==> config.mk <==
export PLATFORM = sky130hd
export DESIGN_NAME = video_timing
export DESIGN_NICKNAME = d
export VERILOG_FILES = /design/src/rtl/video_pkg.sv /design/src/rtl/video_timing_sync_axis.sv /design/src/rtl/video_timing.sv
export SDC_FILE = /design/constraint.sdc
export NUM_CORES = 1
export LEC_CHECK = 0
export ABC_AREA = 0
export CAP_MARGIN = 20
export CORE_ASPECT_RATIO = 1.1
export CORE_MARGIN = 2
export CORE_UTILIZATION = 51
export DETAILED_ROUTE_END_ITERATION = 12
export GPL_TIMING_DRIVEN = 0
export PLACE_DENSITY_LB_ADDON = 0.05
export SYNTH_ARGS = -nofsm -noshare
export SYNTH_HDL_FRONTEND = slang
export SYNTH_HIERARCHICAL = 1
export SYNTH_SLANG_ARGS = --single-unit
==> constraint.sdc <==
create_clock -name clk -period 2.9 [get_ports clk]
set_clock_uncertainty 0.1 [all_clocks]
set_input_delay 0.29 -clock clk [delete_from_list [all_inputs] [get_ports clk]]
set_output_delay 0.29 -clock clk [all_outputs]
set_load 0.02 [all_outputs]
==> src/rtl/video_pkg.sv <==
// Shared phase encoding and default SVGA 800x600@72 timing for the video timing generator.
package video_pkg;

  typedef enum logic [1:0] {PhFront, PhSync, PhBack, PhActive} phase_e;

  localparam int unsigned CoordW = 11;

  localparam int unsigned DefHActive = 800;
  localparam int unsigned DefHFp     = 56;
  localparam int unsigned DefHSync   = 120;
  localparam int unsigned DefHBp     = 64;
  localparam int unsigned DefVActive = 600;
  localparam int unsigned DefVFp     = 37;
  localparam int unsigned DefVSync   = 6;
  localparam int unsigned DefVBp     = 23;

  function automatic int unsigned blank_len(input int unsigned fp, input int unsigned sync_w,
                                            input int unsigned bp);
    return fp + sync_w + bp;
  endfunction

  function automatic int unsigned total_len(input int unsigned active, input int unsigned fp,
                                            input int unsigned sync_w, input int unsigned bp);
    return active + blank_len(fp, sync_w, bp);
  endfunction

endpackage

==> src/rtl/video_timing_sync_axis.sv <==
// One raster axis: position counter, FRONT->SYNC->BACK->ACTIVE phase FSM, signed coordinate
// and sync bit, all registered so they describe the same position.
module sync_axis
  import video_pkg::*;
#(
  parameter int unsigned Active = DefHActive,
  parameter int unsigned Fp     = DefHFp,
  parameter int unsigned SyncW  = DefHSync,
  parameter int unsigned Bp     = DefHBp,
  parameter bit          Pol    = 1'b1
) (
  input  logic              clk_i,
  input  logic              rst_i,
  input  logic              advance_i,
  output logic [CoordW-1:0] count_o,
  output logic [CoordW-1:0] coord_o,
  output logic [1:0]        phase_o,
  output logic              sync_o,
  output logic              wrap_o,
  output logic              in_active_o
);

  localparam int unsigned Blank       = blank_len(Fp, SyncW, Bp);
  localparam int unsigned Total       = total_len(Active, Fp, SyncW, Bp);
  localparam int unsigned FrontEndInt = Fp - 1;
  localparam int unsigned SyncEndInt  = Fp + SyncW - 1;
  localparam int unsigned BackEndInt  = Blank - 1;
  localparam int unsigned LastInt     = Total - 1;
  localparam int unsigned CoordRstInt = (1 << CoordW) - Blank;

  localparam logic [CoordW-1:0] FrontEnd  = FrontEndInt[CoordW-1:0];
  localparam logic [CoordW-1:0] SyncEnd   = SyncEndInt[CoordW-1:0];
  localparam logic [CoordW-1:0] BackEnd   = BackEndInt[CoordW-1:0];
  localparam logic [CoordW-1:0] LastCnt   = LastInt[CoordW-1:0];
  localparam logic [CoordW-1:0] CoordRst  = CoordRstInt[CoordW-1:0];
  localparam logic [CoordW:0]   BlankWide = Blank[CoordW:0];

  // The signed coordinate range only fits 11 bits when blanking stays below 1024.
  if (Active < 1 || Active > 1024 || Fp < 1 || SyncW < 1 || Bp < 1 || Blank >= 1024)
  begin : g_bad_params
    $error("sync_axis: illegal timing parameters");
  end

  phase_e            phase_q, phase_d;
  logic [CoordW-1:0] count_q, count_d;
  logic [CoordW-1:0] coord_q, coord_d;
  logic              sync_q, sync_d;
  logic              at_last;
  logic [CoordW:0]   coord_wide;

  assign at_last = (count_q == LastCnt);

  always_comb begin
    count_d = count_q;
    phase_d = phase_q;
    if (advance_i) begin
      count_d = at_last ? '0 : count_q + 1'b1;
      unique case (phase_q)
        PhFront:  if (count_q == FrontEnd) phase_d = PhSync;
        PhSync:   if (count_q == SyncEnd)  phase_d = PhBack;
        PhBack:   if (count_q == BackEnd)  phase_d = PhActive;
        PhActive: if (at_last)             phase_d = PhFront;
        default:  phase_d = PhFront;
      endcase
    end
  end

  assign coord_wide = {1'b0, count_d} - BlankWide;
  assign coord_d    = coord_wide[CoordW-1:0];
  assign sync_d     = (phase_d == PhSync) ? Pol : !Pol;

  always_ff @(posedge clk_i or posedge rst_i) begin
    if (rst_i) begin
      count_q <= '0;
      phase_q <= PhFront;
      coord_q <= CoordRst;
      sync_q  <= !Pol;
    end else begin
      count_q <= count_d;
      phase_q <= phase_d;
      coord_q <= coord_d;
      sync_q  <= sync_d;
    end
  end

  assign count_o     = count_q;
  assign coord_o     = coord_q;
  assign phase_o     = phase_q;
  assign sync_o      = sync_q;
  assign wrap_o      = advance_i & at_last;
  assign in_active_o = (phase_d == PhActive);

endmodule

==> src/rtl/video_timing.sv <==
// Raster timing generator: signed spot coordinates, sync, blank and frame pulses for the
// pixel-colour pipeline. Vertical axis steps once per horizontal wrap.
module video_timing
  import video_pkg::*;
#(
  parameter int unsigned HACTIVE = DefHActive,
  parameter int unsigned HFP     = DefHFp,
  parameter int unsigned HSYNC   = DefHSync,
  parameter int unsigned HBP     = DefHBp,
  parameter int unsigned VACTIVE = DefVActive,
  parameter int unsigned VFP     = DefVFp,
  parameter int unsigned VSYNC   = DefVSync,
  parameter int unsigned VBP     = DefVBp,
  parameter bit          HS_POL  = 1'b1,
  parameter bit          VS_POL  = 1'b1
) (
  input  logic                     clk,
  input  logic                     rst,
  input  logic                     pix_en,
  output logic signed [CoordW-1:0] spotX,
  output logic signed [CoordW-1:0] spotY,
  output logic                     hsync,
  output logic                     vsync,
  output logic                     blank,
  output logic                     frame_start,
  output logic                     vblank_start
);

  localparam int unsigned HBlankInt = blank_len(HFP, HSYNC, HBP);
  localparam int unsigned VBlankInt = blank_len(VFP, VSYNC, VBP);
  localparam logic [CoordW-1:0] HBlank = HBlankInt[CoordW-1:0];
  localparam logic [CoordW-1:0] VBlank = VBlankInt[CoordW-1:0];

  logic [CoordW-1:0] h_count, v_count, h_coord, v_coord;
  logic [1:0]        h_phase, v_phase;
  logic              h_wrap, v_wrap, h_act_d, v_act_d;

  sync_axis #(
    .Active(HACTIVE),
    .Fp    (HFP),
    .SyncW (HSYNC),
    .Bp    (HBP),
    .Pol   (HS_POL)
  ) u_h_axis (
    .clk_i      (clk),
    .rst_i      (rst),
    .advance_i  (pix_en),
    .count_o    (h_count),
    .coord_o    (h_coord),
    .phase_o    (h_phase),
    .sync_o     (hsync),
    .wrap_o     (h_wrap),
    .in_active_o(h_act_d)
  );

  sync_axis #(
    .Active(VACTIVE),
    .Fp    (VFP),
    .SyncW (VSYNC),
    .Bp    (VBP),
    .Pol   (VS_POL)
  ) u_v_axis (
    .clk_i      (clk),
    .rst_i      (rst),
    .advance_i  (h_wrap),
    .count_o    (v_count),
    .coord_o    (v_coord),
    .phase_o    (v_phase),
    .sync_o     (vsync),
    .wrap_o     (v_wrap),
    .in_active_o(v_act_d)
  );

  logic blank_q, blank_d, frame_start_q, vblank_start_q, pulse_d;

  // Lines open with the front porch, so the frame start and the drop out of the active
  // area are the same event: the vertical wrap.
  assign pulse_d = v_wrap;
  assign blank_d = !(h_act_d && v_act_d);

  always_ff @(posedge clk or posedge rst) begin
    if (rst) begin
      blank_q        <= 1'b1;
      frame_start_q  <= 1'b0;
      vblank_start_q <= 1'b0;
    end else begin
      blank_q        <= blank_d;
      frame_start_q  <= pulse_d;
      vblank_start_q <= pulse_d;
    end
  end

  assign spotX        = h_coord;
  assign spotY        = v_coord;
  assign blank        = blank_q;
  assign frame_start  = frame_start_q;
  assign vblank_start = vblank_start_q;

  // Coordinates, counters and phases are separate registers; they must stay in lockstep.
  assert property (@(posedge clk) disable iff (rst)
    ((h_count - HBlank) == h_coord) && ((h_phase == PhActive) == !h_coord[CoordW-1]));
  assert property (@(posedge clk) disable iff (rst)
    ((v_count - VBlank) == v_coord) && ((v_phase == PhActive) == !v_coord[CoordW-1]));

endmodule
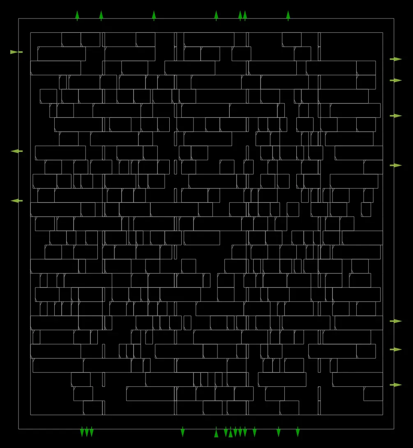
Run 1: placed standard cells
Filler cells: 409
core area: 4970 sq um
num sequential: 47
FP Rows: 27
proportion of cell area occupied by registers: 36.8%

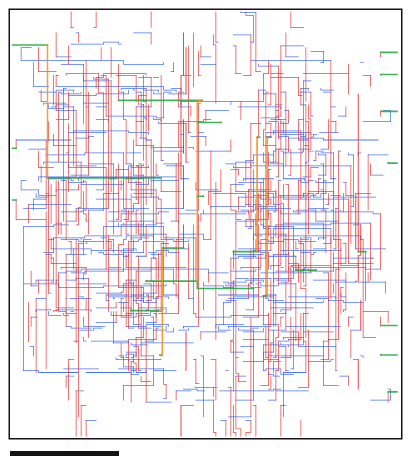
Run 1: signal wires by layer
Bar = 20 um.
M4 -> orange  # wire length 129 um
M1 -> blue  # wire length 2160 um
M2 -> red  # wire length 2870 um
M3 -> green  # wire length 109 um
DR WL/cell: 14.7 um
Total GRT Usage: 19.9%

==> impl_metrics.csv, run 1 <==
group,metric,value,unit
run_status,outcome,"finished clean",
clock_tree,cts.sinks,47,
routing,viasPerCell,5.46,
routing,first_pass_iters,4,
worst_setup_path,worstSetupStartpoint,"u_h_axis/count_o[6]",
pwr,p_leak,1.46,nW
routing,vias,1961,
sta,finalSetupViolations,0,
place,dp.cells,338,
pwr,p_sw,0.484,mW
worst_setup_path,cp-endpoint,"u_v_axis/coord_o[10]",
pwr,finalPower,1.59,mW
sta,setup_ws,137,ps
cells_and_area,syn_to_final_growth,24.7,%
worst_setup_path,required,3030,ps
pwr,comb_power_share,25.0,%
routing,drt-initial-drc-count,102,
place,hpwl,3670,um
floorplan,die-area,5680,sq um
synth,syn_inst,251,
grt,grt_pass1_wl,8910,um
pwr,power_density,492,nW/um^2
pwr,ir_drop,0.323,mV
worst_setup_path,endpoint_kind,"register",
sta,relSlewSlack,40.5,%
clock_tree,cts.path.max_buffers,2,
pwr,p_sw_share,30.4,%
grt,antenna_found_initial,0,
worst_setup_path,setup.worst_path.class,"register to register",
cells_and_area,final_nets,310,
worst_setup_path,cp.buffers_inverters,3,
worst_setup_path,reg2reg_depth,12,
sta,period_needed,2760,ps
synth,synthesis.nets,261,
clock_tree,numCtsBuffers,5,
sta,hold_ws,80.1,ps
cells_and_area,stdcell_area,3240,sq um
synth,yosysWarnings,6,
sta,worst_pin_slew,891,ps
job,drv_cap,0,
routing,drcViolationCount,0,
grt,overflow,0,
worst_setup_path,reg2reg_to,"u_v_axis/coord_o[10]",
sta,rsz0062_at_grt,"true",
routing,antenna_left,0,
synth,postSynthAreaPerCell,10.4,sq um
cells_and_area,antennaDiodeCount,0,
place,placed_area,2960,sq um
pwr,seq_power_share,48.0,%
clock_tree,cts_tree,"built",
clock_tree,cts_root_buf,"clkbuf_8",
grt,grt_max_degree,25,
worst_setup_path,cp_data_arrival_time,2890,ps
worst_setup_path,path_delay_family,"simple AND/OR/NAND/NOR gates",
worst_setup_path,max_stage_delay,390,ps
place,dp_slack,-471,ps
worst_setup_path,crit_cells,12,
sta,hold_viol,0,
sta,fmax,362,MHz
clock_tree,h-tree-depth,2,
floorplan,initCoreUtil,52.3,%
sta,setup_tns,0,ps
synth,syn_area,2600,sq um
cells_and_area,post-route-util,65.2,%
worst_setup_path,reg2reg_from,"u_h_axis/count_o[6]",
worst_setup_path,slowest_stage,"dfrtp_1",
grt,first_global_vias,1960,
sta,slew_viol_final,0,
routing,routed_wl,5270,um
floorplan,fp.dieH,78.9,um
cells_and_area,fin_cells,359,
worst_setup_path,cp_cell_sequence,"buf_6 > nor4_4 > nand3_2 > nor2_4 > clkbuf_8 > nand4_1 > buf_4 > xor2_2 > o21ai_2 > o31a_1 > nor3_2 > xor2_1",
place,gp_congestion,0.823,
pwr,p_int,1.11,mW
floorplan,die_x,72.1,um
worst_setup_path,reg2reg_setup_slack,140,ps
job,tool_warnings,30,
sta,fin_crit_sh,95.3,%
worst_setup_path,start_kind,"register",
min_path,hold_path_class,"input port to asynchronous set/reset pin",
cells_and_area,drive_above_1_share,26.2,%
worst_setup_path,crit_fanout,10,
clock_tree,path_clk_slew,80,ps
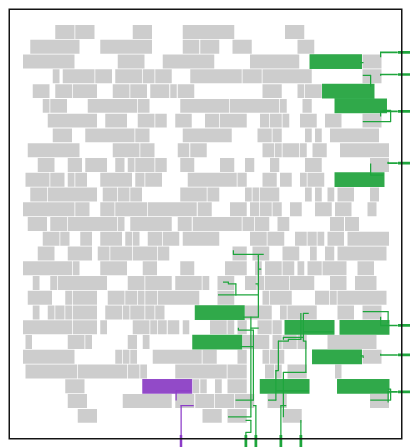
Run 1: port wiring
`spotX` -> green  # bits 11, direction output, edge 7 right, 4 bottom, end cells 11, wire 216 um
`vsync` -> purple  # bits 1, direction output, edge bottom, end cells 1, wire 12.4 um
PortBufs: 29
IO Pins: 30

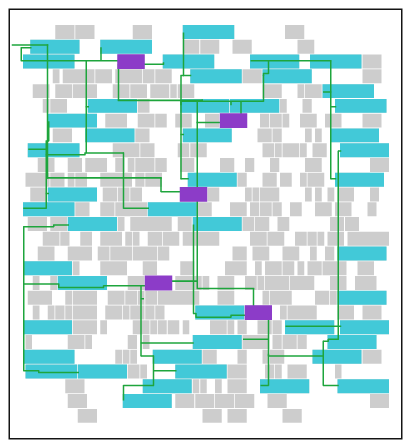
Run 1: clock distribution
flip-flops -> cyan  # count 47
clock wires -> green  # length 587 um
clock-net drivers -> purple  # count 5
flops lie = spread over the die
routed clock nets = 6
Power Clock: 0.430 mW
clk_lat worst skew: 300 ps
Clock power frac: 27.0%

==> run 1: layer usage <==
metal	GRT usage (%)	part of all wire, %	vias to the layer above
met4	7.92	2.4	0
met2	36.8	54	27
met3	3.81	2.1	12
met5	0	0	-
li1	-	-	964
met1	21.9	41	958
==> run 1: power by group through the flow <==
stage / combinational, mW / clock [mW] / sequential [mW]
floorplan: 0.188 / 0 / 0.809
global placement: 0.364 / 0 / 0.769
detailed placement: 0.370 / 0 / 0.770
CTS: 0.391 / 0.444 / 0.765
global route: 0.435 / 0.473 / 0.773
finish: 0.399 / 0.430 / 0.766
==> run 1: worst register-to-register path, stage by stage (launching register included) <==
cell	delay, ps
dfrtp_1	390
buf_6	140
nor4_4	280
nand3_2	170
nor2_4	170
clkbuf_8	180
nand4_1	160
buf_4	190
xor2_2	190
o21ai_2	110
o31a_1	300
nor3_2	150
xor2_1	160
==> run 1: cells in the final DEF (no fill, tap or decap), types with 7 or more instances in the layout <==
cell	count
dfrtp_1	33
xnor2_1	14
o21ai_0	7
inv_1	15
dfstp_2	14
clkbuf_8	10
nor2_1	10
xor2_1	14
nand2_1	30
buf_4	16
clkdlybuf4s50_1	29
==> run 1: sequential cells by signal, summed over array words and instances (netlist names) <==
name / cells
u_v_axis/sync_o: 1
frame_start: 1
u_v_axis/coord_o: 11
u_h_axis/phase_o: 2
u_h_axis/coord_o: 11
u_h_axis/sync_o: 1
u_v_axis/count_o: 10
blank: 1
u_h_axis/count_o: 7
u_v_axis/phase_o: 2
==> run 1: layout make-up <==
type | count | area (sq um) | area share (%)
multi-input cells | 174 | 1290 | 40.0
flip-flops and latches | 47 | 1190 | 36.8
repair buffers | 42 | 388 | 12.0
plain buffers | 15 | 134 | 4.13
clock buffers | 8 | 100 | 3.09
well taps | 58 | 72.6 | 2.24
inverters | 15 | 56.3 | 1.74
==> run 1: worst min-delay path by stage <==
stage                     from           to  slack [ps]  cells past startpoint
after floorplan            rst  frame_start         -70                      1
after global placement     rst  frame_start         400                      2
after detailed placement   rst  frame_start         400                      2
after CTS                  rst  frame_start          70                      2
after global routing       rst  frame_start         110                      2
final                      rst  frame_start          80                      2
==> run 1: what timing repair did <==
action	4_1_cts	5_1_grt
resized	6	14
hold buffers	0	0
setup endpoints to repair	15	8
pin swaps	3	12
buffers inserted	3	10
==> run 2: changes to the inputs <==
- GPL_ROUTABILITY_DRIVEN: unset -> 0
- HOLD_SLACK_MARGIN: unset -> 0.12
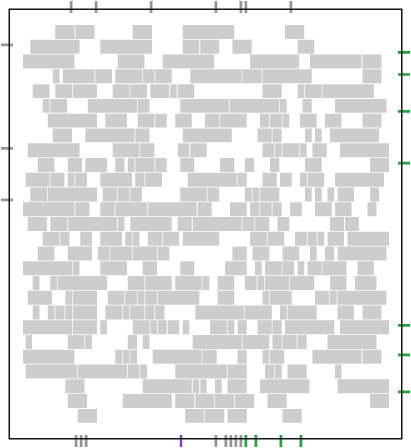
Run 2: pin map
Pins as bars across the die edge, other pins in grey.
`spotX` -> green  # pins 11, direction output, edge 7 right, 4 bottom
`vsync` -> purple  # pins 1, direction output, edge bottom
all pins by edge = 13 bottom, 7 top, 7 right, 3 left
chip width: 72.1 um
Die Ht: 78.9 um

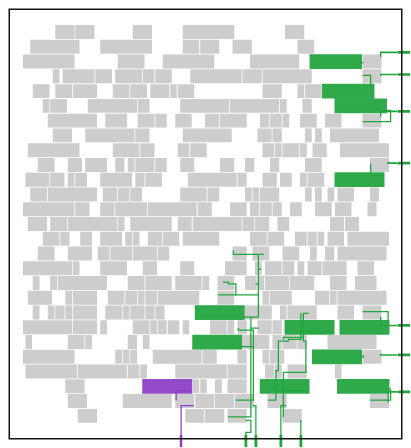
Run 2: port wiring
`spotX` -> green  # bits 11, direction output, edge 7 right, 4 bottom, end cells 11, wire 216 um
`vsync` -> purple  # bits 1, direction output, edge bottom, end cells 1, wire 12.4 um

==> run 2 against run 1 <==
- combinational power about the same
- sequential share of layout area decreased by 0.11 points
- clock-buffer cell count unchanged
- first-iteration DRC count increased by 8.8%
- non-clock buffer count increased by 1
- total power about the same
- sequential cell count unchanged
- area after synthesis unchanged
- highest routed layer unchanged
==> impl_metrics.csv, run 2 <==
group,metric,value,unit
min_path,holdPathEnd,"u_v_axis/sync_o",
clock_tree,path_clk_slew,80,ps
worst_setup_path,required,3030,ps
worst_setup_path,crit_fanout,10,
sta,setup_ws,136,ps
routing,drt-initial-drc-count,111,
floorplan,io_pins,30,
cells_and_area,drive_above_1_share,26.2,%
grt,antenna_found_initial,0,
cells_and_area,syn_to_final_growth,25.0,%
routing,drcViolationCount,0,
clock_tree,insertion_delay,300,ps
worst_setup_path,reg2reg_from,"u_h_axis/count_o[6]",
cells_and_area,lay_top_count,"dfrtp_1",
pwr,clock_power_share,26.9,%
sta,hold_viol,0,
sta,finalSetupViolations,0,
synth,postSynthAreaPerCell,10.4,sq um
routing,antenna_left,0,
routing,first_pass_iters,4,
job,drv_cap,0,
worst_setup_path,endpoint_kind,"register",
place,port-buffer-count,29,
synth,syn_area,2600,sq um
grt,use_met3,3.81,%
grt,grt_max_degree,25,
synth,synthesis.nets,261,
pwr,p_int,1.11,mW
cells_and_area,regArea,1190,sq um
clock_tree,cts.sinks,47,
worst_setup_path,reg2reg_to,"u_v_axis/coord_o[10]",
floorplan,rows,27,
place,dp_slack,-471,ps
worst_setup_path,reg2reg_depth,12,
cells_and_area,fillers,407,
worst_setup_path,setup.worst_path.class,"register to register",
grt,grt_use_met1,22.0,%
place,hpwl,3670,um
pwr,power_density,491,nW/um^2
synth,syn_inst,251,
floorplan,initCoreUtil,52.3,%
worst_setup_path,worstSetupStartpoint,"u_h_axis/count_o[6]",
pwr,seq_power_share,48.0,%
pwr,p_leak,1.46,nW
sta,relSlewSlack,40.5,%
clock_tree,cts_root_buf,"clkbuf_8",
clock_tree,h-tree-depth,2,
pwr,ir_drop,0.323,mV
pwr,comb_power_share,25.1,%
cells_and_area,stdcell_area,3250,sq um
job,tool_warnings,30,
routing,viasPerCell,5.47,
run_status,outcome,"finished clean",
grt,grt-busiest-layer,"met2",
grt,grt_pass1_wl,8910,um
sta,rsz0062_at_grt,"true",
sta,worst_pin_slew,891,ps
floorplan,die-area,5680,sq um
floorplan,coreArea,4970,sq um
worst_setup_path,start_kind,"register",
min_path,hold_start,"u_v_axis/phase_o[1]",
pwr,p_sw_share,30.4,%
min_path,hold_path_class,"register to register",
sta,fin_crit_sh,95.3,%
grt,gr-usage-all-layers,19.9,%
sta,fmax,362,MHz
pwr,p_sw,0.484,mW
clock_tree,cts.path.max_buffers,2,
worst_setup_path,cp_data_arrival_time,2890,ps
sta,period_needed,2760,ps
grt,use_met2,36.7,%
clock_tree,cts_tree,"built",
cells_and_area,final_nets,311,
min_path,hold_depth,1,
cells_and_area,antennaDiodeCount,0,
cells_and_area,logic_area,1290,sq um
cells_and_area,post-route-util,65.4,%
sta,slew_viol_final,0,
worst_setup_path,reg2reg_setup_slack,140,ps
cells_and_area,final_cell_mix,"dfrtp_1 (33), nand2_1 (30), clkdlybuf4s50_1 (29)",
pwr,finalPower,1.60,mW
synth,yosysWarnings,6,
clock_tree,numCtsBuffers,5,
grt,first_global_vias,1962,
place,placed_area,2960,sq um
grt,overflow,0,
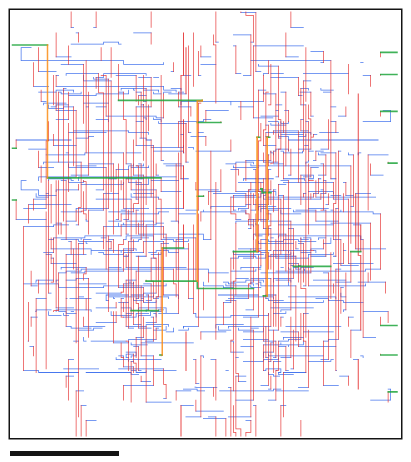
Run 2: signal wires by layer
Bar = 20 um.
M2 -> red  # wire length 2870 um
M3 -> green  # wire length 115 um
M1 -> blue  # wire length 2160 um
M4 -> orange  # wire length 129 um
WL final: 5270 um
vias: 1969
DR WL/cell: 14.7 um

## run 2: cell count changes in the layout (fill, tap and decap cells not counted), sizes merged
cell	change
dlygate4sd3	+1
## run 2: per-stage QoR
step | hold slack [ps] | cells | TNS [ps]
after global routing | 482 | 360 | -37.9
after CTS | 446 | 350 | 0
after global placement | 403 | 338 | -3340
final | 446 | 360 | 0
after floorplan | -69.5 | 251 | 0
after detailed placement | 405 | 338 | -3740
## run 2: worst max-delay path, stage by stage (launching register included)
cell	delay [ps]
dfrtp_1	390
buf_6	140
nor4_4	280
nand3_2	170
nor2_4	170
clkbuf_8	180
nand4_1	150
buf_4	190
xor2_2	190
o21ai_2	110
o31a_1	300
nor3_2	150
xor2_1	160
## run 2: repair_timing
| action | CTS | global route |
|---|---|---|
| buffers inserted | 3 | 10 |
| hold buffers | 1 | 0 |
| pin swaps | 3 | 12 |
| resized | 6 | 14 |
| setup endpoints to repair | 15 | 8 |
| endpoints found under the hold margin | 1 | 0 |
## run 2: power groups by stage
stage                     registers [mW]  clock network, mW  logic (mW)
after floorplan                    0.809                  0       0.188
after global placement             0.769                  0       0.364
after detailed placement           0.770                  0       0.370
after CTS                          0.765              0.444       0.392
after global routing               0.773              0.473       0.436
final                              0.766              0.430       0.400
## run 2: layer usage
metal / routed length (um) / part of all wire [%]
met1: 2160 / 41
met2: 2870 / 54
met3: 114 / 2.2
met4: 128 / 2.4
met5: 0 / 0
## run 2: area by class of cell
type,instances,share of cell area (%)
plain buffers,15,4.12
well taps,58,2.23
multi-input cells,174,39.9
flip-flops and latches,47,36.7
inverters,15,1.73
clock buffers,8,3.08
repair buffers,43,12.2
## run 2: worst max-delay path by stage
| stage | endpoint | slack [ps] | depth (start not counted) |
|---|---|---|---|
| after floorplan | u_v_axis/phase_o[0] | 110 | 8 |
| after global placement | u_v_axis/coord_o[10] | -440 | 11 |
| after detailed placement | u_v_axis/coord_o[10] | -470 | 11 |
| after CTS | u_v_axis/coord_o[10] | 2 | 10 |
| after global routing | u_v_axis/coord_o[10] | -20 | 12 |
| final | u_v_axis/coord_o[10] | 140 | 12 |
==> run 3: changes to the inputs <==
- CTS_CLUSTER_DIAMETER: unset -> 30
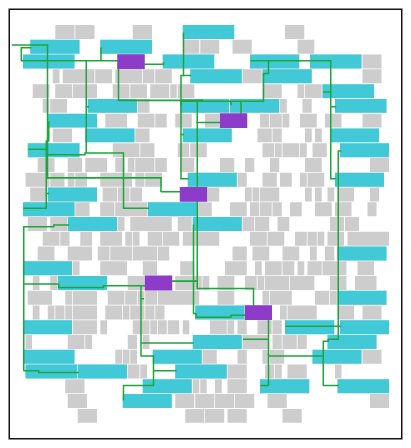
Run 3: clock distribution
flip-flops -> cyan  # count 47
clock-net drivers -> purple  # count 5
clock wires -> green  # length 587 um
routed clock nets = 6
Clock power frac: 26.9%

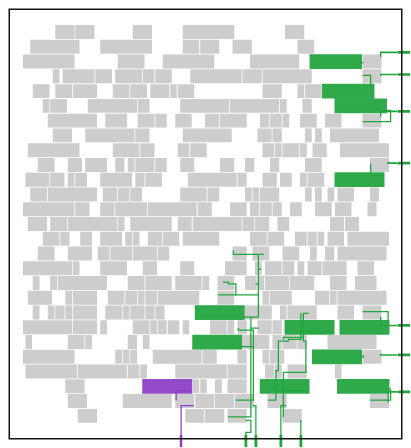
Run 3: port wiring
`spotX` -> green  # bits 11, direction output, edge 7 right, 4 bottom, end cells 11, wire 216 um
`vsync` -> purple  # bits 1, direction output, edge bottom, end cells 1, wire 12.4 um

==> run 3 against run 2 <==
- combinational power about the same
- sequential power about the same
- area after synthesis unchanged
- global-route usage unchanged
- critical path type unchanged
- largest cell class unchanged
==> impl_metrics.csv, run 3 <==
group,metric,value,unit
run_status,outcome,"finished clean",
worst_setup_path,cp_cell_sequence,"buf_6 > nor4_4 > nand3_2 > nor2_4 > clkbuf_8 > nand4_1 > buf_4 > xor2_2 > o21ai_2 > o31a_1 > nor3_2 > xor2_1",
routing,routed_wl,5270,um
cells_and_area,syn_to_final_growth,25.0,%
pwr,power_density,491,nW/um^2
worst_setup_path,max_stage_delay,390,ps
worst_setup_path,slowest_stage,"dfrtp_1",
grt,overflow,0,
routing,wl_per_cell,14.7,um
cells_and_area,antennaDiodeCount,0,
floorplan,rows,27,
sta,hold_viol,0,
routing,first_pass_iters,4,
sta,slew_viol_final,0,
sta,relSlewSlack,40.5,%
pwr,comb_power_share,25.1,%
sta,worst_pin_slew,891,ps
synth,synthesis.nets,261,
worst_setup_path,start_kind,"register",
cells_and_area,lay_top_count,"dfrtp_1",
synth,syn_inst,251,
routing,viasPerCell,5.47,
clock_tree,numCtsBuffers,5,
cells_and_area,final_nets,311,
grt,grt_max_degree,25,
floorplan,die_x,72.1,um
cells_and_area,drive_above_1_share,26.2,%
sta,fin_crit_sh,95.3,%
synth,postSynthAreaPerCell,10.4,sq um
sta,period_needed,2760,ps
worst_setup_path,crit_fanout,10,
worst_setup_path,path_delay_family,"simple AND/OR/NAND/NOR gates",
pwr,ir_drop,0.323,mV
synth,yosysWarnings,6,
clock_tree,h-tree-depth,2,
routing,antenna_left,0,
place,port-buffer-count,29,
grt,antenna_found_initial,0,
sta,fmax,362,MHz
sta,setup_ws,136,ps
grt,gr-usage-all-layers,19.9,%
sta,rsz0062_at_grt,"true",
sta,finalSetupViolations,0,
place,hpwl,3670,um
cells_and_area,stdcell_area,3250,sq um
grt,grt_pass1_wl,8910,um
floorplan,io_pins,30,
cells_and_area,final_cell_mix,"dfrtp_1 (33), nand2_1 (30), clkdlybuf4s50_1 (29)",
grt,first_global_vias,1962,
clock_tree,cts.sinks,47,
floorplan,fp.dieH,78.9,um
routing,drcViolationCount,0,
clock_tree,insertion_delay,300,ps
clock_tree,cts.path.max_buffers,2,
job,drv_cap,0,
pwr,p_sw_share,30.4,%
min_path,hold_path_class,"register to register",
worst_setup_path,cp_data_arrival_time,2890,ps
worst_setup_path,required,3030,ps
floorplan,initCoreUtil,52.3,%
routing,drt-initial-drc-count,111,
floorplan,die-area,5680,sq um
synth,syn_area,2600,sq um
routing,vias,1969,
sta,hold_ws,446,ps
worst_setup_path,cp.buffers_inverters,3,
clock_tree,cts_tree,"built",
pwr,p_sw,0.484,mW
pwr,seq_power_share,48.0,%
job,tool_warnings,30,
pwr,p_leak,1.46,nW
place,dp_slack,-471,ps
clock_tree,cts_root_buf,"clkbuf_8",
floorplan,coreArea,4970,sq um
worst_setup_path,setup.worst_path.class,"register to register",
pwr,p_int,1.11,mW
place,placed_area,2960,sq um
worst_setup_path,endpoint_kind,"register",
clock_tree,path_clk_slew,80,ps
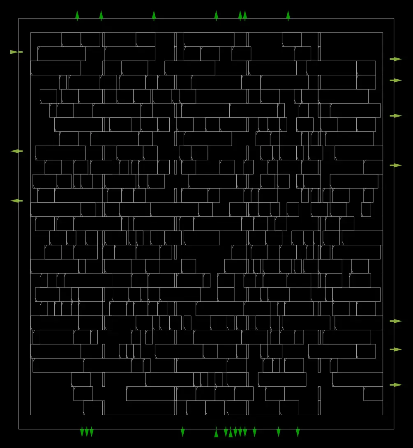
Run 3: placed standard cells
Well-Tap Cells: 58
Final Core Density: 65.4%
proportion of cell area occupied by registers: 36.7%
Filler cells: 407

[run 3: cell counts in the layout (fill, tap and decap cells not counted)]
Identical to the previous run, type by type.
[run 3: repair_timing]
item / 4_1_cts / 5_1_grt
setup buffers: 3 / 10
gates resized: 6 / 14
endpoints found under the setup margin: 15 / 8
endpoints found under the hold margin: 1 / 0
hold buffers: 1 / 0
pin swaps: 3 / 12
[run 3: metal layers]
| metal | vias up | track usage [%] | share of wire (%) |
|---|---|---|---|
| li1 | 967 | - | - |
| met1 | 961 | 22.0 | 41 |
| met2 | 29 | 36.7 | 54 |
| met4 | 0 | 7.92 | 2.4 |
| met5 | - | 0 | 0 |
| met3 | 12 | 3.81 | 2.2 |
[run 3: final timing paths]
| check | from | to | slack [ps] | cells after the start |
|---|---|---|---|---|
| max | u_h_axis/count_o[6] | u_v_axis/coord_o[10] | 140 | 12 |
| min | u_v_axis/phase_o[1] | u_v_axis/sync_o | 450 | 1 |
| max reg2reg | u_h_axis/count_o[6] | u_v_axis/coord_o[10] | 140 | 12 |
| min reg2reg | u_v_axis/phase_o[1] | u_v_axis/sync_o | 450 | 1 |
| max in group asynchronous | rst | u_v_axis/count_o[8] | 1160 | 3 |
| min in group asynchronous | rst | frame_start | 640 | 3 |
[run 3: per-stage QoR]
step | power [mW] | cells | setup TNS [ps]
floorplan | 0.997 | 251 | 0
global placement | 1.13 | 338 | -3340
detailed placement | 1.14 | 338 | -3740
CTS | 1.60 | 350 | 0
global route | 1.68 | 360 | -37.9
finish | 1.60 | 360 | 0
[run 3: power by group through the flow]
stage / clock network, mW / registers [mW] / logic [mW]
finish: 0.430 / 0.766 / 0.400
global route: 0.473 / 0.773 / 0.436
CTS: 0.444 / 0.765 / 0.392
detailed placement: 0 / 0.770 / 0.370
global placement: 0 / 0.769 / 0.364
floorplan: 0 / 0.809 / 0.188
[run 3: area by class of cell]
cell class / count / area [sq um] / area share [%]
buffer: 15 / 134 / 4.12
clock buffer: 8 / 100 / 3.08
inverter: 15 / 56.3 / 1.73
multi-input combinational: 174 / 1290 / 39.9
sequential: 47 / 1190 / 36.7
tap: 58 / 72.6 / 2.23
timing repair buffer: 43 / 398 / 12.2
Power is estimated from default activity; no workload was simulated.
